**src/rtl/rv32_lsu.sv**
```systemverilog
// rv32_lsu: RV32 load/store unit, one outstanding access on the core data-memory port.
// LR/SC reservation support is compiled in when LSU_LRSC_EN is defined.
module rv32_lsu (
  input  logic        clk,
  input  logic        rst,
  input  logic        req_valid,
  output logic        req_ready,
  input  logic [1:0]  req_op,
  input  logic [1:0]  req_size,
  input  logic        req_unsigned,
  input  logic [31:0] req_addr,
  input  logic [31:0] req_wdata,
  input  logic [4:0]  req_rd,
  output logic        rsp_valid,
  output logic [31:0] rsp_data,
  output logic [4:0]  rsp_rd,
  output logic        rsp_err,
  output logic [1:0]  rsp_cause,
  output logic [31:0] dmem_addr,
  output logic [31:0] dmem_wdata,
  output logic [3:0]  dmem_be,
  output logic        dmem_req,
  output logic        dmem_we,
  input  logic [31:0] dmem_rdata,
  input  logic        dmem_valid
);

  localparam logic [1:0] ST_IDLE  = 2'd0;
  localparam logic [1:0] ST_ISSUE = 2'd1;
  localparam logic [1:0] ST_WAIT  = 2'd2;
  localparam logic [1:0] ST_RESP  = 2'd3;

  localparam logic [1:0] OP_LOAD  = 2'b00;
  localparam logic [1:0] OP_STORE = 2'b01;
  localparam logic [1:0] OP_LR    = 2'b10;
  localparam logic [1:0] OP_SC    = 2'b11;

  localparam logic [1:0] SZ_BYTE  = 2'b00;
  localparam logic [1:0] SZ_HALF  = 2'b01;
  localparam logic [1:0] SZ_WORD  = 2'b10;
  localparam logic [1:0] SZ_ILL   = 2'b11;

  localparam logic [1:0] CAUSE_NONE     = 2'b00;
  localparam logic [1:0] CAUSE_LD_MISAL = 2'b01;
  localparam logic [1:0] CAUSE_ST_MISAL = 2'b10;
  localparam logic [1:0] CAUSE_ILLEGAL  = 2'b11;

  logic [1:0]  state_q, state_d;
  logic [1:0]  op_q, op_d;
  logic [1:0]  size_q, size_d;
  logic        uns_q, uns_d;
  logic [4:0]  rd_q, rd_d;

  logic        req_ready_d;
  logic        rsp_valid_d;
  logic [31:0] rsp_data_d;
  logic [4:0]  rsp_rd_d;
  logic        rsp_err_d;
  logic [1:0]  rsp_cause_d;
  logic [31:0] dmem_addr_d;
  logic [31:0] dmem_wdata_d;
  logic [3:0]  dmem_be_d;
  logic        dmem_req_d;
  logic        dmem_we_d;

  logic        req_fire;
  logic        req_illegal;
  logic        req_misal;
  logic        req_sc_fail;
  logic [3:0]  be_c;
  logic [31:0] wdata_c;
  logic [31:0] ld_shift;
  logic [31:0] ld_data;

`ifdef LSU_LRSC_EN
  logic        resv_valid_q, resv_valid_d;
  logic [29:0] resv_addr_q, resv_addr_d;
`endif

  // Request classification; illegal encodings outrank misalignment.
  always_comb begin
    req_fire    = req_valid && req_ready;
    req_illegal = (req_size == SZ_ILL) || (req_op[1] && (req_size != SZ_WORD));
`ifndef LSU_LRSC_EN
    req_illegal = req_illegal || req_op[1];
`endif
    req_misal   = ((req_size == SZ_HALF) && req_addr[0]) ||
                  ((req_size == SZ_WORD) && (req_addr[1:0] != 2'b00));
`ifdef LSU_LRSC_EN
    req_sc_fail = (req_op == OP_SC) &&
                  !(resv_valid_q && (resv_addr_q == req_addr[31:2]));
`else
    req_sc_fail = 1'b0;
`endif
  end

  // Byte enables and lane-replicated store data for the accepted request.
  always_comb begin
    case (req_size)
      SZ_BYTE: begin
        be_c    = 4'b0001 << req_addr[1:0];
        wdata_c = {4{req_wdata[7:0]}};
      end
      SZ_HALF: begin
        be_c    = req_addr[1] ? 4'b1100 : 4'b0011;
        wdata_c = {2{req_wdata[15:0]}};
      end
      default: begin
        be_c    = 4'b1111;
        wdata_c = req_wdata;
      end
    endcase
  end

  // Align returned word to the addressed lane, then extend.
  always_comb begin
    ld_shift = dmem_rdata >> {dmem_addr[1:0], 3'b000};
    case (size_q)
      SZ_BYTE: ld_data = uns_q ? {24'd0, ld_shift[7:0]}
                               : {{24{ld_shift[7]}}, ld_shift[7:0]};
      SZ_HALF: ld_data = uns_q ? {16'd0, ld_shift[15:0]}
                               : {{16{ld_shift[15]}}, ld_shift[15:0]};
      default: ld_data = ld_shift;
    endcase
  end

  // Next state and next values of every registered output.
  always_comb begin
    state_d      = state_q;
    op_d         = op_q;
    size_d       = size_q;
    uns_d        = uns_q;
    rd_d         = rd_q;
    rsp_valid_d  = 1'b0;
    rsp_data_d   = rsp_data;
    rsp_rd_d     = rsp_rd;
    rsp_err_d    = rsp_err;
    rsp_cause_d  = rsp_cause;
    dmem_addr_d  = dmem_addr;
    dmem_wdata_d = dmem_wdata;
    dmem_be_d    = dmem_be;
    dmem_req_d   = 1'b0;
    dmem_we_d    = 1'b0;
`ifdef LSU_LRSC_EN
    resv_valid_d = resv_valid_q;
    resv_addr_d  = resv_addr_q;
`endif

    case (state_q)
      ST_IDLE: begin
        if (req_fire) begin
          op_d   = req_op;
          size_d = req_size;
          uns_d  = req_unsigned;
          rd_d   = req_rd;
          if (req_illegal || req_misal || req_sc_fail) begin
            state_d     = ST_RESP;
            rsp_valid_d = 1'b1;
            rsp_rd_d    = req_rd;
            rsp_err_d   = req_illegal || req_misal;
            rsp_data_d  = (req_illegal || req_misal) ? 32'd0 : 32'd1;
            if (req_illegal)    rsp_cause_d = CAUSE_ILLEGAL;
            else if (req_misal) rsp_cause_d = req_op[0] ? CAUSE_ST_MISAL : CAUSE_LD_MISAL;
            else                rsp_cause_d = CAUSE_NONE;
          end else begin
            state_d      = ST_ISSUE;
            dmem_req_d   = 1'b1;
            dmem_we_d    = req_op[0];
            dmem_addr_d  = req_addr;
            dmem_be_d    = be_c;
            dmem_wdata_d = wdata_c;
          end
        end
      end
      ST_ISSUE: state_d = ST_WAIT;
      ST_WAIT: begin
        if (dmem_valid) begin
          state_d     = ST_RESP;
          rsp_valid_d = 1'b1;
          rsp_rd_d    = rd_q;
          rsp_err_d   = 1'b0;
          rsp_cause_d = CAUSE_NONE;
          rsp_data_d  = op_q[0] ? 32'd0 : ld_data;
        end
      end
      default: state_d = ST_IDLE;
    endcase

`ifdef LSU_LRSC_EN
    // Any SC drops the reservation; a successful LR or overlapping store updates it.
    if (req_fire && (state_q == ST_IDLE)) begin
      if (req_op == OP_SC) begin
        resv_valid_d = 1'b0;
      end else if (!req_illegal && !req_misal) begin
        if (req_op == OP_LR) begin
          resv_valid_d = 1'b1;
          resv_addr_d  = req_addr[31:2];
        end else if ((req_op == OP_STORE) && (req_addr[31:2] == resv_addr_q)) begin
          resv_valid_d = 1'b0;
        end
      end
    end
`endif

    req_ready_d = (state_d == ST_IDLE);
  end

  always_ff @(posedge clk) begin
    if (rst) begin
      state_q    <= ST_IDLE;
      op_q       <= OP_LOAD;
      size_q     <= SZ_BYTE;
      uns_q      <= 1'b0;
      rd_q       <= 5'd0;
      req_ready  <= 1'b0;
      rsp_valid  <= 1'b0;
      rsp_data   <= 32'd0;
      rsp_rd     <= 5'd0;
      rsp_err    <= 1'b0;
      rsp_cause  <= CAUSE_NONE;
      dmem_addr  <= 32'd0;
      dmem_wdata <= 32'd0;
      dmem_be    <= 4'd0;
      dmem_req   <= 1'b0;
      dmem_we    <= 1'b0;
`ifdef LSU_LRSC_EN
      resv_valid_q <= 1'b0;
      resv_addr_q  <= 30'd0;
`endif
    end else begin
      state_q    <= state_d;
      op_q       <= op_d;
      size_q     <= size_d;
      uns_q      <= uns_d;
      rd_q       <= rd_d;
      req_ready  <= req_ready_d;
      rsp_valid  <= rsp_valid_d;
      rsp_data   <= rsp_data_d;
      rsp_rd     <= rsp_rd_d;
      rsp_err    <= rsp_err_d;
      rsp_cause  <= rsp_cause_d;
      dmem_addr  <= dmem_addr_d;
      dmem_wdata <= dmem_wdata_d;
      dmem_be    <= dmem_be_d;
      dmem_req   <= dmem_req_d;
      dmem_we    <= dmem_we_d;
`ifdef LSU_LRSC_EN
      resv_valid_q <= resv_valid_d;
      resv_addr_q  <= resv_addr_d;
`endif
    end
  end

endmodule

```
**config.mk**
```make
export PLATFORM = sky130hd
export DESIGN_NAME = rv32_lsu
export DESIGN_NICKNAME = d
export VERILOG_FILES = /design/src/rtl/rv32_lsu.sv
export SDC_FILE = /design/constraint.sdc
export NUM_CORES = 1
export LEC_CHECK = 0
export CAP_MARGIN = 20
export CORE_UTILIZATION = 43
export DETAILED_ROUTE_END_ITERATION = 8
export GPL_TIMING_DRIVEN = 0
export PLACE_DENSITY = 0.8
export SYNTH_ARGS = -nofsm -noshare
export SYNTH_HDL_FRONTEND = slang
export SYNTH_SLANG_ARGS = --single-unit
```
**constraint.sdc**
```tcl
create_clock -name clk -period 2.13 [get_ports clk]
set_input_delay 0.426 -clock clk [delete_from_list [all_inputs] [get_ports clk]]
set_output_delay 0.426 -clock clk [all_outputs]
set_load 0.05 [all_outputs]
```
Figure 1. The clock network (run 1).
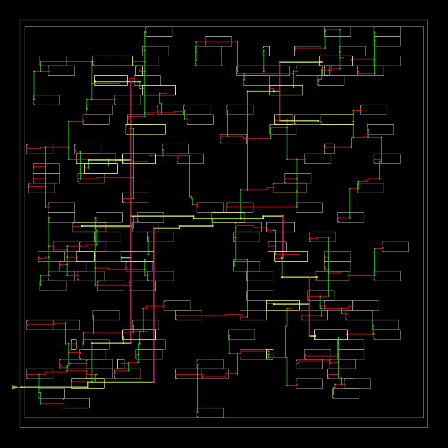
number of clock buffers inserted by TritonCTS: 17
clock buffer instance count of the final layout: 22

Figure 2. Signal wires on met4 (run 1).
The bar under the picture is 20 µm long.
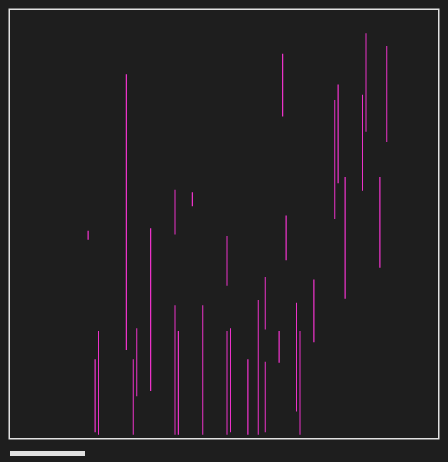
The layer holds 4.1% of the routed length. 29 nets have wire on it. The layer carries 763 µm of wire.

Figure 3. I/O pins on the die edge (run 1).
Pins as bars across the die edge, other pins in gray.
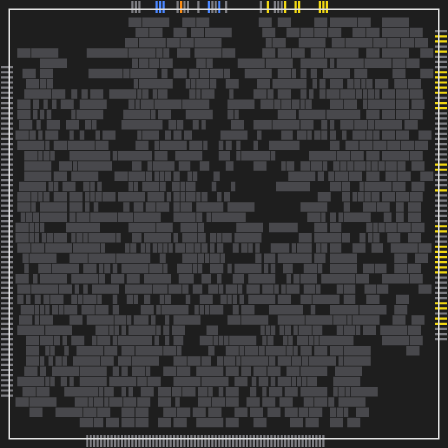
Yellow stands for rsp_data, pins 32, direction output, edge 25 east, 7 north. Orange stands for rsp_valid, pins 1, direction output, edge north. Blue stands for rsp_rd, pins 5, direction output, edge north.
All pins by edge: 69 south, 65 west, 61 east, 27 north.

Figure 4. Sizing map (run 1).
The bar under the picture is 20 µm long.
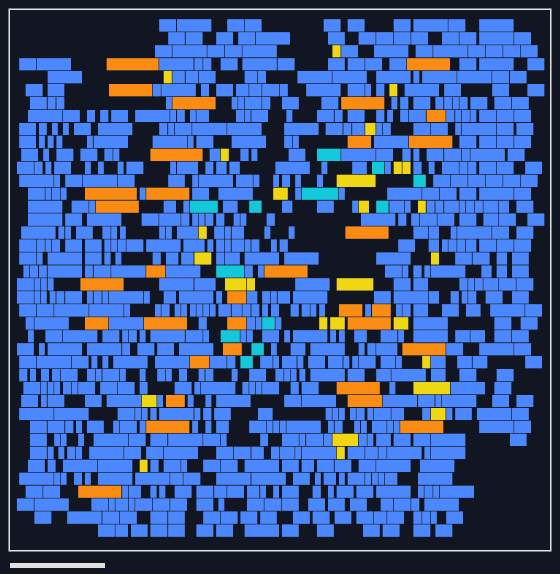
Orange stands for x6 and larger, cells 32, share 3.7%. Cyan stands for x3 and x4, cells 12, share 1.4%. Blue stands for x1 and smaller, cells 804, share 92%. Yellow stands for x2, cells 27, share 3.1%.

## run 1: worst paths after layout
check | from | endpoint | slack, ns | cells after the start
hold reg to reg | dmem_addr[23] | dmem_addr[23] | 0.46 | 2
setup / recovery | req_op[1] | rsp_data[28] | 0.06 | 7
hold / removal | req_addr[1] | dmem_addr[1] | 0.44 | 3
setup reg to reg | dmem_addr[1] | rsp_data[28] | 0.10 | 6
## run 1: sequential cells by signal, indices dropped and copies added, names as in the netlist, 2 cells and up
name / cells
rd_q: 5
state_q: 2
rsp_rd: 5
rsp_cause: 2
dmem_wdata: 32
size_q: 2
rsp_data: 32
dmem_addr: 32
dmem_be: 4
==> impl_metrics.json, run 1 <==
{
  "top_cell": "sky130_fd_sc_hd__nand2_1",
  "total_number_of_warnings_across_the_stage_logs": 29,
  "clk-power_uw": 2900,
  "layout.cells.non_filler": 1044,
  "num_antenna_cells": 1,
  "setup_viol_count_final": 0,
  "ctsRootBufferMaster": "sky130_fd_sc_hd__clkbuf_16",
  "vdd_ir_max_mv": 0.5268,
  "postSynthRegisterBits": 123,
  "route.met3.wl_um": 1729,
  "post_cts_buffers": 0,
  "gr-usage-met1": 0.3301,
  "yosys.stat.seqShare": 0.4615,
  "clkSinkCount": 123,
  "ctsLongestPathBuffers": 2,
  "p_int_uw": 5299,
  "placeable_core_area_um2": 12060,
  "drt-wirelength-per-cell_um": 17.91,
  "worst-endpoint-arrival_ns": 2.43,
  "wirelength_met1_um": 7207,
  "count_of_flip_flops_with_a_built_in_enable_after_synthesis": 0,
  "globalRouteTotalUtil": 0.2917,
  "clockPowerShare": 0.369,
  "gr-usage-met3": 0.08927,
  "share_seq_of_total_power": 0.335,
  "slew_headroom": 0.5402,
  "layout_net_count": 977,
  "cp_max_fo": 10,
  "synthesis.area_per_instance_um2": 8.536,
  "synthesis.instances": 625,
  "synth.mux.area_fraction": 0.07552,
  "power.share.combinational": 0.296,
  "warnings_synthesis": 0,
  "netlist_area_um2": 5335,
  "comb_area_um2": 2605,
  "synth.cellmix.adderShare": 0.007036,
  "io-pin-count": 222,
  "compound_area_frac": 0.2495,
  "fin_total_pwr_uw": 7858,
  "ys_top_cells_by_area": "sky130_fd_sc_hd__dfxtp_1, sky130_fd_sc_hd__nand2_1, sky130_fd_sc_hd__a21oi_1",
  "hpwlAfterDp_um": 14010,
  "flop-count": 123,
  "layout.area.seq_um2": 2465,
  "final_non_clock_buffer_share": 0.2982,
  "post-route-cell-area_um2": 8456,
  "crit_path_cell_trace": "clkdlybuf4s50_1 -> a211oi_1 -> o31ai_1 -> clkbuf_4 -> a21oi_2 -> buf_2 -> a32o_1",
  "met2RoutedLength_um": 8987,
  "detail_route.vias_per_cell": 5.584,
  "layout.clock.cell_area_share": 0.06999,
  "worst_ep_required_time_ns": 2.49,
  "leakage_power_uw": 0.003017,
  "num_tap_cells": 168,
  "drive_above_1_share": 0.08114,
  "layout.cells.most_common_list": "sky130_fd_sc_hd__clkdlybuf4s50_1, sky130_fd_sc_hd__nand2_1, sky130_fd_sc_hd__dfxtp_1",
  "layout-area-overhead-vs-synth_pct": 58.49,
  "final.signal_inverter_count": 16,
  "synth-xor-area-share": 0,
  "postCtsResizedCells": 5,
  "cell_type_with_the_highest_aggregate_area_in_the_netlist": "sky130_fd_sc_hd__dfxtp_1",
  "number_of_buffers_added_on_ports": 219,
  "outcome": "finished, final reports clean",
  "finalSetupTns_ns": 0,
  "sh_seq_area": 0.2915,
  "tritoncts": "built",
  "mappedNetlistNets": 738,
  "pre_cts_ws_ns": -0.4581,
  "drt_pre_antenna_iters": 6,
  "gpl.final_weighted_congestion": 0.9330,
  "timing_worst_setup_path_type": "in -> reg",
  "remaining_drc_errors": 0,
  "setup.worst_path.end_class": "flip-flop",
  "layout_worst_path_cycle_share": 0.9740,
  "grt_pass1_vias": 5785,
  "worst_path_dominant_cell_family": "buffers and inverters",
  "critical-path-max-stage-delay_ns": 0.53,
  "grt_antenna_before_repair": 2,
  "fillers": 926,
  "yosys-stat-area_um2": 5335,
  "vias": 5830,
  "finalClockSkew_ns": 0.005588,
  "netlist-cell-type-count": 43,
  "gr-usage-met2": 0.4912,
  "crit_slowest_cell": "sky130_fd_sc_hd__clkdlybuf4s50_1",
  "ant_nets_after_route": 0,
  "timing_worst_slew_pin_value_ns": 0.6897,
  "layout_top_cell": "sky130_fd_sc_hd__clkdlybuf4s50_1",
  "maxCapViolations": 0,
  "synth_async_sr_flop_share": 0,
  "multi_input_comb_cells": 431,
  "globalRoute.totalOverflow": 0,
  "rsz0062_at_grt": "yes",
  "clk_latency_ns": 0.42,
  "wirelength_um": 18700,
  "power.combinational.total_uw": 2330,
  "num-nonclk-buffers": 275,
  "cts_hold_fix_bufs": 0
}
==> run 2, diff against run 1 <==
--- a/config.mk
+++ b/config.mk
@@ -10,6 +10,7 @@
 export DETAILED_ROUTE_END_ITERATION = 8
 export GPL_TIMING_DRIVEN = 0
 export PLACE_DENSITY = 0.8
+export SETUP_SLACK_MARGIN = 0.2
 export SYNTH_ARGS = -nofsm -noshare
 export SYNTH_HDL_FRONTEND = slang
 export SYNTH_SLANG_ARGS = --single-unit
Figure 5. Sizing map (run 2).
The bar under the picture is 20 µm long.
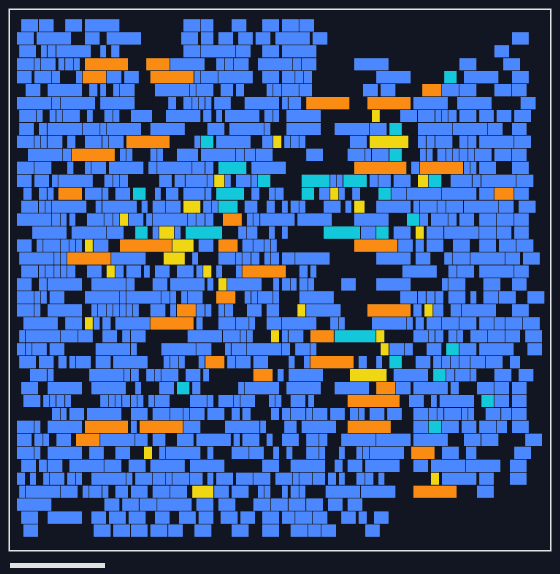
Blue stands for x1 and smaller, cells 798, share 90%. Cyan stands for x3 and x4, cells 26, share 2.9%. Orange stands for x6 and larger, cells 35, share 4.0%. Yellow stands for x2, cells 27, share 3.0%.

==> impl_metrics.json, run 2 <==
{
  "outcome": "finished, final reports clean",
  "layout_worst_path_cycle_share": 0.9409,
  "ctsRootBufferMaster": "sky130_fd_sc_hd__clkbuf_16",
  "worstRegToRegCells": 6,
  "reg.largest.list": "dmem_addr: 32 flops, dmem_wdata: 32 flops, rsp_data: 32 flops",
  "vias": 5795,
  "globalRoute.totalOverflow": 0,
  "post-route-cell-area_um2": 8437,
  "p_sw_frac": 0.3256,
  "placeable_core_area_um2": 12060,
  "synthesis.area_per_instance_um2": 8.536,
  "io-pin-count": 222,
  "sh_seq_area": 0.2925,
  "mappedNetlistNets": 738,
  "count_of_flip_flops_with_a_built_in_enable_after_synthesis": 0,
  "synth.mux.area_fraction": 0.07552,
  "number_of_buffers_added_on_ports": 219,
  "ant_nets_after_route": 0,
  "netlist_area_um2": 5335,
  "postSynthRegisterBits": 123,
  "cp_max_fo": 7,
  "critical-path-max-stage-delay_ns": 0.51,
  "hold_path_depth": 2,
  "endpoint": "rsp_data[21]",
  "post_cts_buffers": 5,
  "synth_async_sr_flop_share": 0,
  "worst-path-stages": 6,
  "layout.cells.most_common_list": "sky130_fd_sc_hd__nand2_1, sky130_fd_sc_hd__dfxtp_1, sky130_fd_sc_hd__dlygate4sd2_1",
  "clkSinkCount": 123,
  "final.signal_inverter_count": 16,
  "slew_headroom": 0.5357,
  "power.share.combinational": 0.291,
  "cts-buffers-inserted": 17,
  "worst_ep_required_time_ns": 2.43,
  "vdd_ir_max_mv": 0.6239,
  "clock_buffer_instance_count_of_the_final_layout": 24,
  "report.final.slew_viol_count": 0,
  "grt_pass1_vias": 5708,
  "critical_path.reg2reg.startpoint": "dmem_addr[1]",
  "p_int_uw": 5352,
  "timing_worst_slew_pin_value_ns": 0.6965,
  "grt_max_degree": 17,
  "yosys-stat-area_um2": 5335,
  "crit_path_cell_trace": "buf_6 -> mux4_2 -> nor2b_4 -> a221o_4 -> buf_6 -> a32o_1",
  "worst-path-buf-inv": 2,
  "grt_antenna_before_repair": 1,
  "synthesis.instances": 625,
  "globalRouteTotalUtil": 0.2983,
  "crit_slowest_cell": "sky130_fd_sc_hd__mux4_2",
  "netlist-cell-type-count": 43,
  "leakage_power_uw": 0.003624,
  "r2r_slack_ns": 0.13,
  "pre_cts_ws_ns": -0.5890,
  "setup_viol_count_final": 0,
  "drive_above_1_share": 0.09932,
  "postCtsResizedCells": 133,
  "final_non_clock_buffer_share": 0.2908,
  "total_number_of_warnings_across_the_stage_logs": 31,
  "detail_route.vias_per_cell": 5.493,
  "yosys.stat.seqShare": 0.4615,
  "comb_area_um2": 2621,
  "fillers": 942,
  "layout.area.seq_um2": 2467,
  "layout.clock.cell_area_share": 0.07371,
  "hold_end": "dmem_addr[20]",
  "finalSetupTns_ns": 0,
  "layout.cells.non_filler": 1055,
  "remaining_drc_errors": 0,
  "warnings_synthesis": 0,
  "timing.hold.worst.start": "dmem_addr[20]",
  "share_seq_of_total_power": 0.330,
  "rsz0062_at_grt": "yes",
  "num_antenna_cells": 1,
  "clk_latency_ns": 0.41,
  "drt-wirelength-per-cell_um": 17.94,
  "finalClockSkew_ns": 0.004604,
  "clockPowerShare": 0.378,
  "synth.cellmix.adderShare": 0.007036,
  "worst_path_dominant_cell_family": "AND-OR/OR-AND gates",
  "clk-power_uw": 3000,
  "layout_net_count": 987,
  "fin_total_pwr_uw": 7936,
  "ctsLongestPathBuffers": 2,
  "num_tap_cells": 168,
  "hpwlAfterDp_um": 13940,
  "worst-endpoint-arrival_ns": 2.30,
  "ys_top_cells_by_area": "sky130_fd_sc_hd__dfxtp_1, sky130_fd_sc_hd__nand2_1, sky130_fd_sc_hd__a21oi_1",
  "cts_hold_fix_bufs": 0,
  "layout-area-overhead-vs-synth_pct": 58.14,
  "tritoncts": "built",
  "critical_path.startpoint": "dmem_addr[1]",
  "r2r-end": "rsp_data[21]",
  "multi_input_comb_cells": 431,
  "flop-count": 123,
  "top_cell": "sky130_fd_sc_hd__nand2_1",
  "biggestCellCategory": "combinational gates",
  "drt_pre_antenna_iters": 5,
  "num-nonclk-buffers": 285,
  "gpl.final_weighted_congestion": 0.9809,
  "cell_type_with_the_highest_aggregate_area_in_the_netlist": "sky130_fd_sc_hd__dfxtp_1",
  "timing_worst_setup_path_type": "reg -> reg",
  "wirelength_um": 18930
}
## run 2: netlist changes by cell type in the layout (fill, tap and decap cells not counted), moves of 2 or more
cell and delta:
sky130_fd_sc_hd__clkdlybuf4s50_1 -113, sky130_fd_sc_hd__buf_4 +12, sky130_fd_sc_hd__clkbuf_2 +4, sky130_fd_sc_hd__dlygate4sd2_1 +114, sky130_fd_sc_hd__a211oi_1 -2, sky130_fd_sc_hd__clkbuf_8 +3, sky130_fd_sc_hd__a211oi_2 +2, sky130_fd_sc_hd__a21oi_2 -5
sky130_fd_sc_hd__a21oi_1 +4, sky130_fd_sc_hd__clkbuf_1 -5
## run 2: layer usage
metal,vias to the layer above,GRT usage,share of wire
met2,307,0.5067,0.48
met5,-,0,0
met1,2725,0.3291,0.38
met4,0,0.1482,0.035
met3,52,0.1100,0.10
li1,2711,-,-
==> run 3, diff against run 2 <==
--- a/config.mk
+++ b/config.mk
@@ -7,6 +7,7 @@
 export LEC_CHECK = 0
 export CAP_MARGIN = 20
 export CORE_UTILIZATION = 43
+export CTS_CLUSTER_SIZE = 30
 export DETAILED_ROUTE_END_ITERATION = 8
 export GPL_TIMING_DRIVEN = 0
 export PLACE_DENSITY = 0.8
Figure 6. Routed clock nets over the placement (run 3).
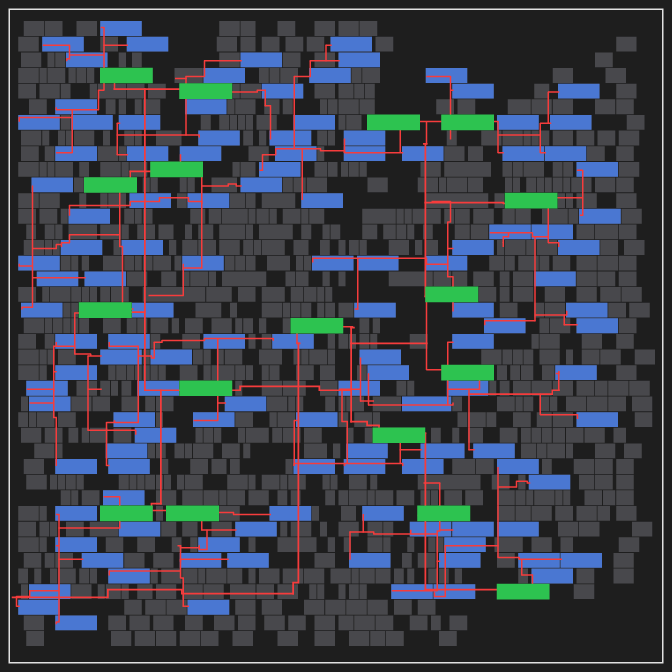
Red stands for clock wires, length 1510 µm. Green stands for clock-net drivers, count 17. Blue stands for flip-flops, count 123.
Position of the flops: spread over the die. There are 18 routed clock nets.

==> impl_metrics.json, run 3 <==
{
  "outcome": "finished, final reports clean",
  "gpl.final_weighted_congestion": 0.9809,
  "gr-usage-met3": 0.1100,
  "timing_worst_slew_pin_value_ns": 0.6965,
  "number_of_buffers_added_on_ports": 219,
  "wirelength_met1_um": 7285,
  "yosys.stat.seqShare": 0.4615,
  "worst-endpoint-arrival_ns": 2.30,
  "gr-usage-met1": 0.3291,
  "reg.largest.list": "dmem_addr: 32 flops, dmem_wdata: 32 flops, rsp_data: 32 flops",
  "fillers": 942,
  "ys_top_cells_by_area": "sky130_fd_sc_hd__dfxtp_1, sky130_fd_sc_hd__nand2_1, sky130_fd_sc_hd__a21oi_1",
  "remaining_drc_errors": 0,
  "layout.area.seq_um2": 2467,
  "met2RoutedLength_um": 9033,
  "clk-power_uw": 3000,
  "drt-wirelength-per-cell_um": 17.94,
  "drt_pre_antenna_iters": 5,
  "total_number_of_warnings_across_the_stage_logs": 31,
  "cts-buffers-inserted": 17,
  "synth.mux.area_fraction": 0.07552,
  "postCtsResizedCells": 133,
  "grt_pass1_vias": 5708,
  "tritoncts": "built",
  "wirelength_um": 18930,
  "leakage_power_uw": 0.003624,
  "clkSinkCount": 123,
  "share_seq_of_total_power": 0.330,
  "gr-usage-met2": 0.5067,
  "yosys-stat-area_um2": 5335,
  "post_cts_buffers": 5,
  "setup_viol_count_final": 0,
  "layout_net_count": 987,
  "vias": 5795,
  "layout.cells.most_common_list": "sky130_fd_sc_hd__nand2_1, sky130_fd_sc_hd__dfxtp_1, sky130_fd_sc_hd__dlygate4sd2_1",
  "num-nonclk-buffers": 285,
  "final.signal_inverter_count": 16,
  "rsz0062_at_grt": "yes",
  "clockPowerShare": 0.378,
  "p_sw_frac": 0.3256,
  "count_of_flip_flops_with_a_built_in_enable_after_synthesis": 0,
  "clock_buffer_instance_count_of_the_final_layout": 24,
  "worst-path-buf-inv": 2,
  "timing_worst_setup_path_type": "reg -> reg",
  "clk_latency_ns": 0.41,
  "fin_total_pwr_uw": 7936,
  "ctsRootBufferMaster": "sky130_fd_sc_hd__clkbuf_16",
  "pre_cts_ws_ns": -0.5890,
  "post-route-cell-area_um2": 8437,
  "route.met3.wl_um": 1952,
  "topRoutingLayerUsed": "met4",
  "io-pin-count": 222,
  "final_non_clock_buffer_share": 0.2908,
  "worst_path_dominant_cell_family": "AND-OR/OR-AND gates",
  "finalSetupTns_ns": 0,
  "cell_type_with_the_highest_aggregate_area_in_the_netlist": "sky130_fd_sc_hd__dfxtp_1",
  "comb_area_um2": 2621,
  "critical-path-max-stage-delay_ns": 0.51,
  "mappedNetlistNets": 738,
  "grt_antenna_before_repair": 1,
  "globalRoute.totalOverflow": 0,
  "finalClockSkew_ns": 0.004604,
  "placeable_core_area_um2": 12060,
  "slew_headroom": 0.5357,
  "grt_max_degree": 17,
  "power.share.combinational": 0.291,
  "multi_input_comb_cells": 431,
  "vdd_ir_max_mv": 0.6239,
  "num_antenna_cells": 1,
  "cp_max_fo": 7
}
run 3: path summary, 6_finish.rpt:
| kind | cells past startpoint | startpoint | end | slack, ns |
|---|---|---|---|---|
| worst max-delay path | 6 | dmem_addr[1] | rsp_data[21] | 0.13 |
| worst min-delay path | 2 | dmem_addr[20] | dmem_addr[20] | 0.45 |
| worst max register to register | 6 | dmem_addr[1] | rsp_data[21] | 0.13 |
| worst min register to register | 2 | dmem_addr[20] | dmem_addr[20] | 0.45 |
run 3: logic make-up after synthesis:
logic type / after synthesis
adder cells (fa/ha/maj): 3
flip-flops: 123
multiplexers: 39
buffers and inverters: 71
AND-OR/OR-AND: 200
AND/OR/NAND/NOR: 189
